## config.mk

```make
export PLATFORM = sky130hd
export DESIGN_NAME = me_sad_selector_flat
export DESIGN_NICKNAME = d
export VERILOG_FILES = /design/src/rtl/me_sad_selector_if.sv /design/src/rtl/me_sad_selector.sv /design/src/flat_wrapper.sv
export SDC_FILE = /design/constraint.sdc
export NUM_CORES = 1
export LEC_CHECK = 0
export CAP_MARGIN = 30
export CORE_AREA = 5 5 136 112
export DETAILED_ROUTE_END_ITERATION = 8
export DIE_AREA = 0 0 141 117
export PLACE_DENSITY_LB_ADDON = 0.1
export SETUP_SLACK_MARGIN = 0.05
export SYNTH_ARGS = -nofsm -noshare
export SYNTH_HDL_FRONTEND = slang
export SYNTH_SLANG_ARGS = --single-unit
```

## constraint.sdc

```tcl
create_clock -name clk -period 14.05 [get_ports clk]
set_input_delay 4.215 -clock clk [delete_from_list [all_inputs] [get_ports clk]]
set_output_delay 4.215 -clock clk [all_outputs]
set_load 0.05 [all_outputs]
```

## src/rtl/me_sad_selector_if.sv

```systemverilog
// Candidate SAD stream, search control and best-match result bundle for the
// motion-estimation min-SAD selector.
interface me_sad_selector_if #(
  parameter int unsigned SAD_WIDTH = 16,
  parameter int unsigned RANGE     = 24
);
  localparam int unsigned W         = 2 * RANGE + 1;
  localparam int unsigned NUM_CAND  = W * W;
  localparam int unsigned CNT_WIDTH = $clog2(NUM_CAND);
  localparam int unsigned MV_WIDTH  = $clog2(RANGE + 1) + 1;

  logic                 start_i;
  logic                 early_en_i;
  logic [SAD_WIDTH-1:0] thresh_i;
  logic                 sad_valid_i;
  logic [SAD_WIDTH-1:0] sad_i;
  logic                 busy_o;
  logic                 stop_o;
  logic                 done_o;
  logic                 early_hit_o;
  logic [SAD_WIDTH-1:0] min_sad_o;
  logic [CNT_WIDTH-1:0] min_cnt_o;
  logic [MV_WIDTH-1:0]  mv_x_o;
  logic [MV_WIDTH-1:0]  mv_y_o;

  modport slave (
    input  start_i, early_en_i, thresh_i, sad_valid_i, sad_i,
    output busy_o, stop_o, done_o, early_hit_o, min_sad_o, min_cnt_o, mv_x_o, mv_y_o
  );

  modport master (
    output start_i, early_en_i, thresh_i, sad_valid_i, sad_i,
    input  busy_o, stop_o, done_o, early_hit_o, min_sad_o, min_cnt_o, mv_x_o, mv_y_o
  );
endinterface

```

## src/rtl/me_sad_selector.sv

```systemverilog
// Streaming min-SAD selector: tracks the best candidate over a raster search
// window with a zero-MV bias and optional threshold early termination.
module me_sad_selector #(
  parameter int unsigned SAD_WIDTH = 16,
  parameter int unsigned RANGE     = 24,
  parameter int unsigned ZMV_BIAS  = 8
) (
  input logic              clk,
  input logic              rst,
  me_sad_selector_if.slave bus
);
  localparam int unsigned W         = 2 * RANGE + 1;
  localparam int unsigned NUM_CAND  = W * W;
  localparam int unsigned CNT_WIDTH = $clog2(NUM_CAND);
  localparam int unsigned MV_WIDTH  = $clog2(RANGE + 1) + 1;
  localparam int unsigned XY_WIDTH  = $clog2(W);

  typedef enum logic [1:0] {IDLE, RUN, DONE} state_e;

  state_e               state_q, state_d;
  logic [CNT_WIDTH-1:0] cnt_q, cnt_d;
  logic [XY_WIDTH-1:0]  x_q, x_d, y_q, y_d;
  logic [SAD_WIDTH-1:0] best_eff_q, best_eff_d, best_raw_q, best_raw_d;
  logic [CNT_WIDTH-1:0] best_cnt_q, best_cnt_d;
  logic [XY_WIDTH-1:0]  best_x_q, best_x_d, best_y_q, best_y_d;
  logic                 early_en_q, early_en_d;
  logic [SAD_WIDTH-1:0] thresh_q, thresh_d;
  logic                 busy_q, busy_d, stop_q, stop_d, done_q, done_d;
  logic                 early_hit_q, early_hit_d;
  logic [SAD_WIDTH-1:0] min_sad_q, min_sad_d;
  logic [CNT_WIDTH-1:0] min_cnt_q, min_cnt_d;
  logic [MV_WIDTH-1:0]  mv_x_q, mv_x_d, mv_y_q, mv_y_d;

  logic                 beat, is_centre, better, hit, last, term;
  logic [SAD_WIDTH-1:0] eff;

  // Centre candidate gets a saturating bias so zero motion wins near-ties.
  assign beat      = (state_q == RUN) && bus.sad_valid_i;
  assign is_centre = (x_q == XY_WIDTH'(RANGE)) && (y_q == XY_WIDTH'(RANGE));
  assign eff       = !is_centre ? bus.sad_i :
                     (bus.sad_i > SAD_WIDTH'(ZMV_BIAS)) ? bus.sad_i - SAD_WIDTH'(ZMV_BIAS) : '0;
  assign better    = eff < best_eff_q;
  assign hit       = early_en_q && (eff <= thresh_q);
  assign last      = cnt_q == CNT_WIDTH'(NUM_CAND - 1);
  assign term      = beat && (hit || last);

  always_ff @(posedge clk) begin
    if (rst) state_q <= IDLE;
    else     state_q <= state_d;
  end

  always_comb begin
    state_d = state_q;
    case (state_q)
      IDLE:    if (bus.start_i) state_d = RUN;
      RUN:     if (term) state_d = DONE;
      DONE:    state_d = IDLE;
      default: state_d = IDLE;
    endcase
  end

  always_comb begin
    cnt_d       = cnt_q;
    x_d         = x_q;
    y_d         = y_q;
    best_eff_d  = best_eff_q;
    best_raw_d  = best_raw_q;
    best_cnt_d  = best_cnt_q;
    best_x_d    = best_x_q;
    best_y_d    = best_y_q;
    early_en_d  = early_en_q;
    thresh_d    = thresh_q;
    early_hit_d = early_hit_q;
    min_sad_d   = min_sad_q;
    min_cnt_d   = min_cnt_q;
    mv_x_d      = mv_x_q;
    mv_y_d      = mv_y_q;
    busy_d      = (state_d == RUN);
    stop_d      = 1'b0;
    done_d      = 1'b0;
    case (state_q)
      IDLE: if (bus.start_i) begin
        cnt_d       = '0;
        x_d         = '0;
        y_d         = '0;
        best_eff_d  = '1;
        best_raw_d  = '0;
        best_cnt_d  = '0;
        best_x_d    = '0;
        best_y_d    = '0;
        early_en_d  = bus.early_en_i;
        thresh_d    = bus.thresh_i;
        early_hit_d = 1'b0;
      end
      RUN: if (beat) begin
        cnt_d = cnt_q + CNT_WIDTH'(1);
        if (x_q == XY_WIDTH'(W - 1)) begin
          x_d = '0;
          y_d = y_q + XY_WIDTH'(1);
        end else begin
          x_d = x_q + XY_WIDTH'(1);
        end
        if (better) begin
          best_eff_d = eff;
          best_raw_d = bus.sad_i;
          best_cnt_d = cnt_q;
          best_x_d   = x_q;
          best_y_d   = y_q;
        end
        // Results are registered here so they are valid alongside done.
        if (term) begin
          done_d      = 1'b1;
          stop_d      = hit;
          early_hit_d = hit;
          min_sad_d   = best_raw_d;
          min_cnt_d   = best_cnt_d;
          mv_x_d      = MV_WIDTH'(best_x_d) - MV_WIDTH'(RANGE);
          mv_y_d      = MV_WIDTH'(best_y_d) - MV_WIDTH'(RANGE);
        end
      end
      default: ;
    endcase
  end

  always_ff @(posedge clk) begin
    if (rst) begin
      cnt_q       <= '0;
      x_q         <= '0;
      y_q         <= '0;
      best_eff_q  <= '1;
      best_raw_q  <= '0;
      best_cnt_q  <= '0;
      best_x_q    <= '0;
      best_y_q    <= '0;
      early_en_q  <= 1'b0;
      thresh_q    <= '0;
      early_hit_q <= 1'b0;
      min_sad_q   <= '0;
      min_cnt_q   <= '0;
      mv_x_q      <= '0;
      mv_y_q      <= '0;
      busy_q      <= 1'b0;
      stop_q      <= 1'b0;
      done_q      <= 1'b0;
    end else begin
      cnt_q       <= cnt_d;
      x_q         <= x_d;
      y_q         <= y_d;
      best_eff_q  <= best_eff_d;
      best_raw_q  <= best_raw_d;
      best_cnt_q  <= best_cnt_d;
      best_x_q    <= best_x_d;
      best_y_q    <= best_y_d;
      early_en_q  <= early_en_d;
      thresh_q    <= thresh_d;
      early_hit_q <= early_hit_d;
      min_sad_q   <= min_sad_d;
      min_cnt_q   <= min_cnt_d;
      mv_x_q      <= mv_x_d;
      mv_y_q      <= mv_y_d;
      busy_q      <= busy_d;
      stop_q      <= stop_d;
      done_q      <= done_d;
    end
  end

  assign bus.busy_o      = busy_q;
  assign bus.stop_o      = stop_q;
  assign bus.done_o      = done_q;
  assign bus.early_hit_o = early_hit_q;
  assign bus.min_sad_o   = min_sad_q;
  assign bus.min_cnt_o   = min_cnt_q;
  assign bus.mv_x_o      = mv_x_q;
  assign bus.mv_y_o      = mv_y_q;
endmodule

```

## src/flat_wrapper.sv

```systemverilog
// flat-port wrapper written by rule: the top's interface ports become plain ports
module me_sad_selector_flat 
#(
  parameter int unsigned SAD_WIDTH = 16,
  parameter int unsigned RANGE     = 24,
  parameter int unsigned ZMV_BIAS  = 8
)
  (clk, rst, bus_start_i, bus_early_en_i, bus_thresh_i, bus_sad_valid_i, bus_sad_i, bus_busy_o, bus_stop_o, bus_done_o, bus_early_hit_o, bus_min_sad_o, bus_min_cnt_o, bus_mv_x_o, bus_mv_y_o);
  me_sad_selector_if #(.SAD_WIDTH(SAD_WIDTH), .RANGE(RANGE)) bus_i ();
  input logic clk;
  input logic rst;
  input wire logic [$bits(bus_i.start_i)-1:0] bus_start_i;
  input wire logic [$bits(bus_i.early_en_i)-1:0] bus_early_en_i;
  input wire logic [$bits(bus_i.thresh_i)-1:0] bus_thresh_i;
  input wire logic [$bits(bus_i.sad_valid_i)-1:0] bus_sad_valid_i;
  input wire logic [$bits(bus_i.sad_i)-1:0] bus_sad_i;
  output wire logic [$bits(bus_i.busy_o)-1:0] bus_busy_o;
  output wire logic [$bits(bus_i.stop_o)-1:0] bus_stop_o;
  output wire logic [$bits(bus_i.done_o)-1:0] bus_done_o;
  output wire logic [$bits(bus_i.early_hit_o)-1:0] bus_early_hit_o;
  output wire logic [$bits(bus_i.min_sad_o)-1:0] bus_min_sad_o;
  output wire logic [$bits(bus_i.min_cnt_o)-1:0] bus_min_cnt_o;
  output wire logic [$bits(bus_i.mv_x_o)-1:0] bus_mv_x_o;
  output wire logic [$bits(bus_i.mv_y_o)-1:0] bus_mv_y_o;
  assign bus_i.start_i = bus_start_i;
  assign bus_i.early_en_i = bus_early_en_i;
  assign bus_i.thresh_i = bus_thresh_i;
  assign bus_i.sad_valid_i = bus_sad_valid_i;
  assign bus_i.sad_i = bus_sad_i;
  assign bus_busy_o = bus_i.busy_o;
  assign bus_stop_o = bus_i.stop_o;
  assign bus_done_o = bus_i.done_o;
  assign bus_early_hit_o = bus_i.early_hit_o;
  assign bus_min_sad_o = bus_i.min_sad_o;
  assign bus_min_cnt_o = bus_i.min_cnt_o;
  assign bus_mv_x_o = bus_i.mv_x_o;
  assign bus_mv_y_o = bus_i.mv_y_o;
  me_sad_selector #(.SAD_WIDTH(SAD_WIDTH), .RANGE(RANGE), .ZMV_BIAS(ZMV_BIAS)) u_core (.clk(clk), .rst(rst), .bus(bus_i));
endmodule
```

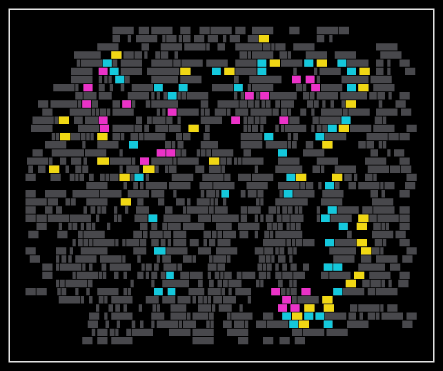
*Selected gate families, run 1*
Drawn at 3 px/um.
[AND-OR and OR-AND gates] cyan | cells: 42
[XOR/XNOR gates] magenta | cells: 22
[multiplexers] yellow | cells: 34 | where: widely spread
Post-Layout Cell Count: 1012
Commonest Layout Cell: dfxtp_1
Comb/total area: 0.426

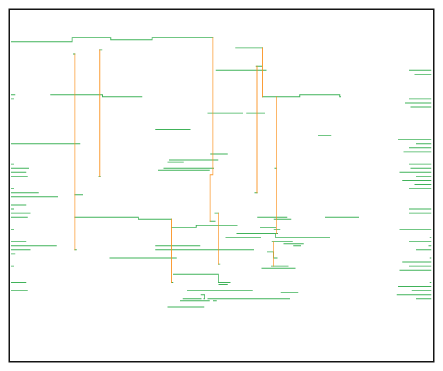
*Signal wires by layer, run 1*
Drawn at 3 px/um. Two of the layers only.
[met3] green | wire length: 943 um
[met4] orange | wire length: 320 um
via count: 5530
Detailed Route WL: 16200 um

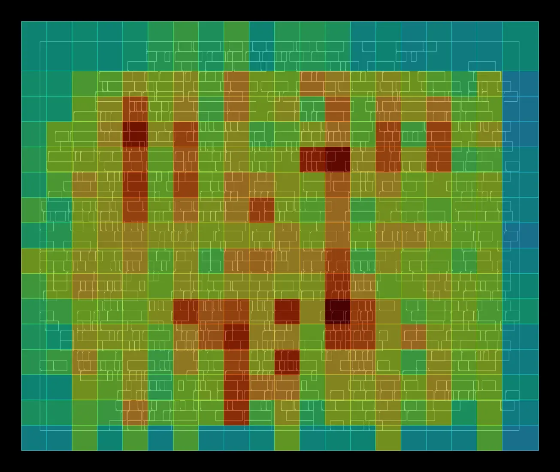
*Congestion heat map, run 1*
met2 usage: 0.309
grt met3 use: 0.0528
drt wl/cell: 16.0 um
Post-Route Utilization: 0.592

==> results_dict.tcl, run 1 <==
# implementation run metrics
set metrics [dict create \
    cp_max_fo 49 \
    cts_resized 0 \
    synthArstFlopShare 0 \
    holdPathEnd "u_core.thresh_q[4]$_SDFFE_PP0P_" \
    post_cts_buffers 0 \
    finalClockSkew_ns 0.0103 \
    grt_pass1_wl_um 26900 \
    power_switching_mw 0.234 \
    p_leak_nw 3.07 \
    power_frac_comb 0.096 \
    route.met3.wl_um 942 \
    first_iter_violations 384 \
    peakVddDrop_mv 0.0982 \
    grt_pass1_vias 5407 \
    swShare 0.238 \
    stdcell_area_mm2 0.00821 \
    fmax_ghz 0.103 \
    taps 184 \
    biggestCellCategory "combinational gates" \
    status "completed" \
    layout.area.comb_mm2 0.00350 \
    flops 143 \
    p_total_mw 0.980 \
    p_int_mw 0.746 \
    drc 0 \
    cts_tree "yes" \
    cp_num_buf_inv 3 \
    pwr.group.combinational_mw 0.0938 \
    portBuffers 80 \
    drv_cap 0 \
    drive_above_1_share 0.0664 \
    top_area_frac 0.424 \
    pre_cts_slack_ns 3.95 \
    seq-cell-share 0.349 \
    grt_overflow 0 \
    top_power_group "the clock network" \
    regArea_mm2 0.00286 \
    critPathMaxStageDelay_ns 0.69 \
    placed_cell_area_mm2 0.00760 \
    yosys-stat-cells 757 \
    top_layer "met4" \
    floorplan.core_util 0.488 \
    crit_path_cell_trace "clkdlybuf4s50_1 > or4_4 > nor4_4 > and2_1 > a21oi_1 > o21ai_0 > o31ai_1 > ha_1 > and4_1 > nand2_1 > or4_1 > o211ai_1 > buf_4 > nor2_4 > nor2_4 > buf_4 > a22o_1" \
    common_cells "dfxtp_1, nor2_1, nand2_1" \
    yosys_register_bits 143 \
    setup_tns_ns 0 \
    ioPinCount 81 \
    synth.top_cells.by_area "dfxtp_1, ha_1, nor2_1" \
    cp_data_required_time_ns 14.42 \
    grt_max_degree 77 \
    ant_nets 0 \
    wl_met1_um 8140 \
    period_used_share 0.690 \
    fillers 1244 \
    place.gp.congestion 0.874 \
    firstDrtPassIters 5 \
    hold_violations 0 \
    seq_power_share 0.428 \
    synth-edff-count 0 \
    cp_slowest_cell "buf_4" \
    antenna_found_initial 0 \
    logic_gate_count 523 \
    powerSeq_mw 0.420 \
    mux_share 0.0507 \
    clkbuf_count 21 \
    report.final.slew_viol_count 0 \
    worstPathArrival_ns 10.05 \
    wl_met2_um 6810 \
    reg2reg_from "u_core.x_q[0]$_SDFFE_PP0P_" \
    root_buffer "clkbuf_16" \
    most_common_cell "dfxtp_1" \
    critPathCaptureType "flop" \
    synth_cell_types 52 \
    hold_buffers 0 \
    final_nets 893 \
    warnings 29 \
    period_needed_ns 9.69 \
    ys_sh_aoi 0.197 \
    min_path_cells 2 \
    flop_cell "dfxtp_1" \
    top_logic_kind "AND-OR/OR-AND gates" \
    ys_chip_area_mm2 0.00676 \
    dp_hpwl_um 11700 \
    final_layout_top_logic_cells "dfxtp_1, nor2_1, clkdlybuf4s50_1" \
    tightestPinTransition_ns 0.883 \
    die_y_um 117 \
    ys_warn_count 0 \
    start_kind "input pin" \
]
### A small window of the routed layout, run 1

Region (56, 67) to (86, 97) um. Cells in grey, sequential cells in the stronger grey; small squares are vias.
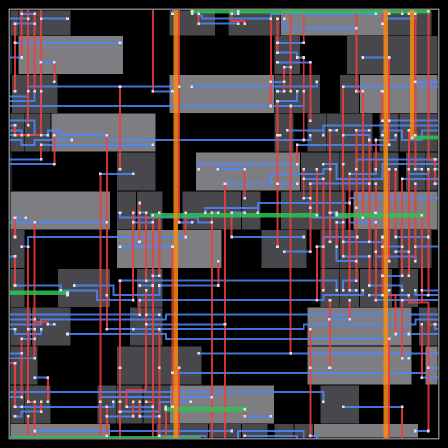

==> run 1 -> run 2 <==
clock period = 8.4 ns   (was 14.05 ns; I/O delays follow)
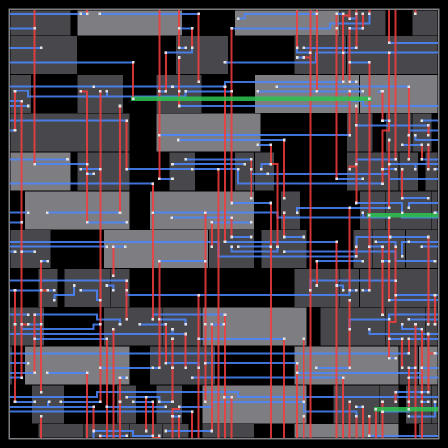
*A small window of the routed layout, run 2*
Region (56, 67) to (86, 97) um. Cells in grey, sequential cells in the stronger grey; small squares are vias.
[met2] red
[met1] blue
[met3] green
netlist names of flops here include: u_core.cnt_q (4), u_core.best_cnt_q (3), u_core.y_q (3)
sequential cells in the window: 13
most frequent: dfxtp_1 (13), nor2_1 (7)
cells with their middle in the window: 58

==> results_dict.tcl, run 2 <==
# implementation run metrics
set metrics [dict create \
    critPathCaptureType "flop" \
    most_common_cell "dfxtp_1" \
    synthArstFlopShare 0 \
    holdPathEnd "u_core.thresh_q[2]$_SDFFE_PP0P_" \
    cp_data_required_time_ns 8.73 \
    dp_hpwl_um 11400 \
    clkbuf_count 21 \
    cp_slowest_cell "or4_4" \
    ys_warn_count 0 \
    die_y_um 117 \
    hold_buffers 0 \
    ys_sh_aoi 0.197 \
    flop_cell "dfxtp_1" \
    portBuffers 80 \
    drive_above_1_share 0.0735 \
    grt_overflow 0 \
    layout.area.comb_mm2 0.00351 \
    final_nets 894 \
    critPathMaxStageDelay_ns 0.58 \
    finalClockSkew_ns 0.0149 \
    placed_cell_area_mm2 0.00764 \
    final_layout_top_logic_cells "dfxtp_1, nor2_1, clkdlybuf4s50_1" \
    status "completed" \
    top_layer "met4" \
    wirelength_um 15400 \
    biggestCellCategory "combinational gates" \
    hold_violations 0 \
    seq-cell-share 0.347 \
    start_kind "input pin" \
    crit_path_cell_trace "clkdlybuf4s50_1 > or4_4 > nor4_4 > and2_1 > a21oi_1 > o21ai_0 > o21ai_0 > ha_1 > nand4_1 > or4_1 > o211ai_1 > buf_4 > mux2i_1 > inv_1 > ha_1 > xnor2_1 > a211oi_1" \
    wl_met1_um 8130 \
    wl_met2_um 6340 \
    period_used_share 0.852 \
    pwr.group.combinational_mw 0.156 \
    warnings 29 \
    stdcell_area_mm2 0.00825 \
    reg2reg_from "u_core.x_q[0]$_SDFFE_PP0P_" \
    cts_tree "yes" \
    period_needed_ns 7.15 \
    swShare 0.236 \
    firstDrtPassIters 5 \
    ant_nets 0 \
    flops 143 \
    layout_top_cell "dfxtp_1" \
    ys_chip_area_mm2 0.00676 \
    fmax_ghz 0.140 \
    synth_cell_types 52 \
    worstPathArrival_ns 7.49 \
    p_int_mw 1.24 \
    comb_share 0.425 \
]
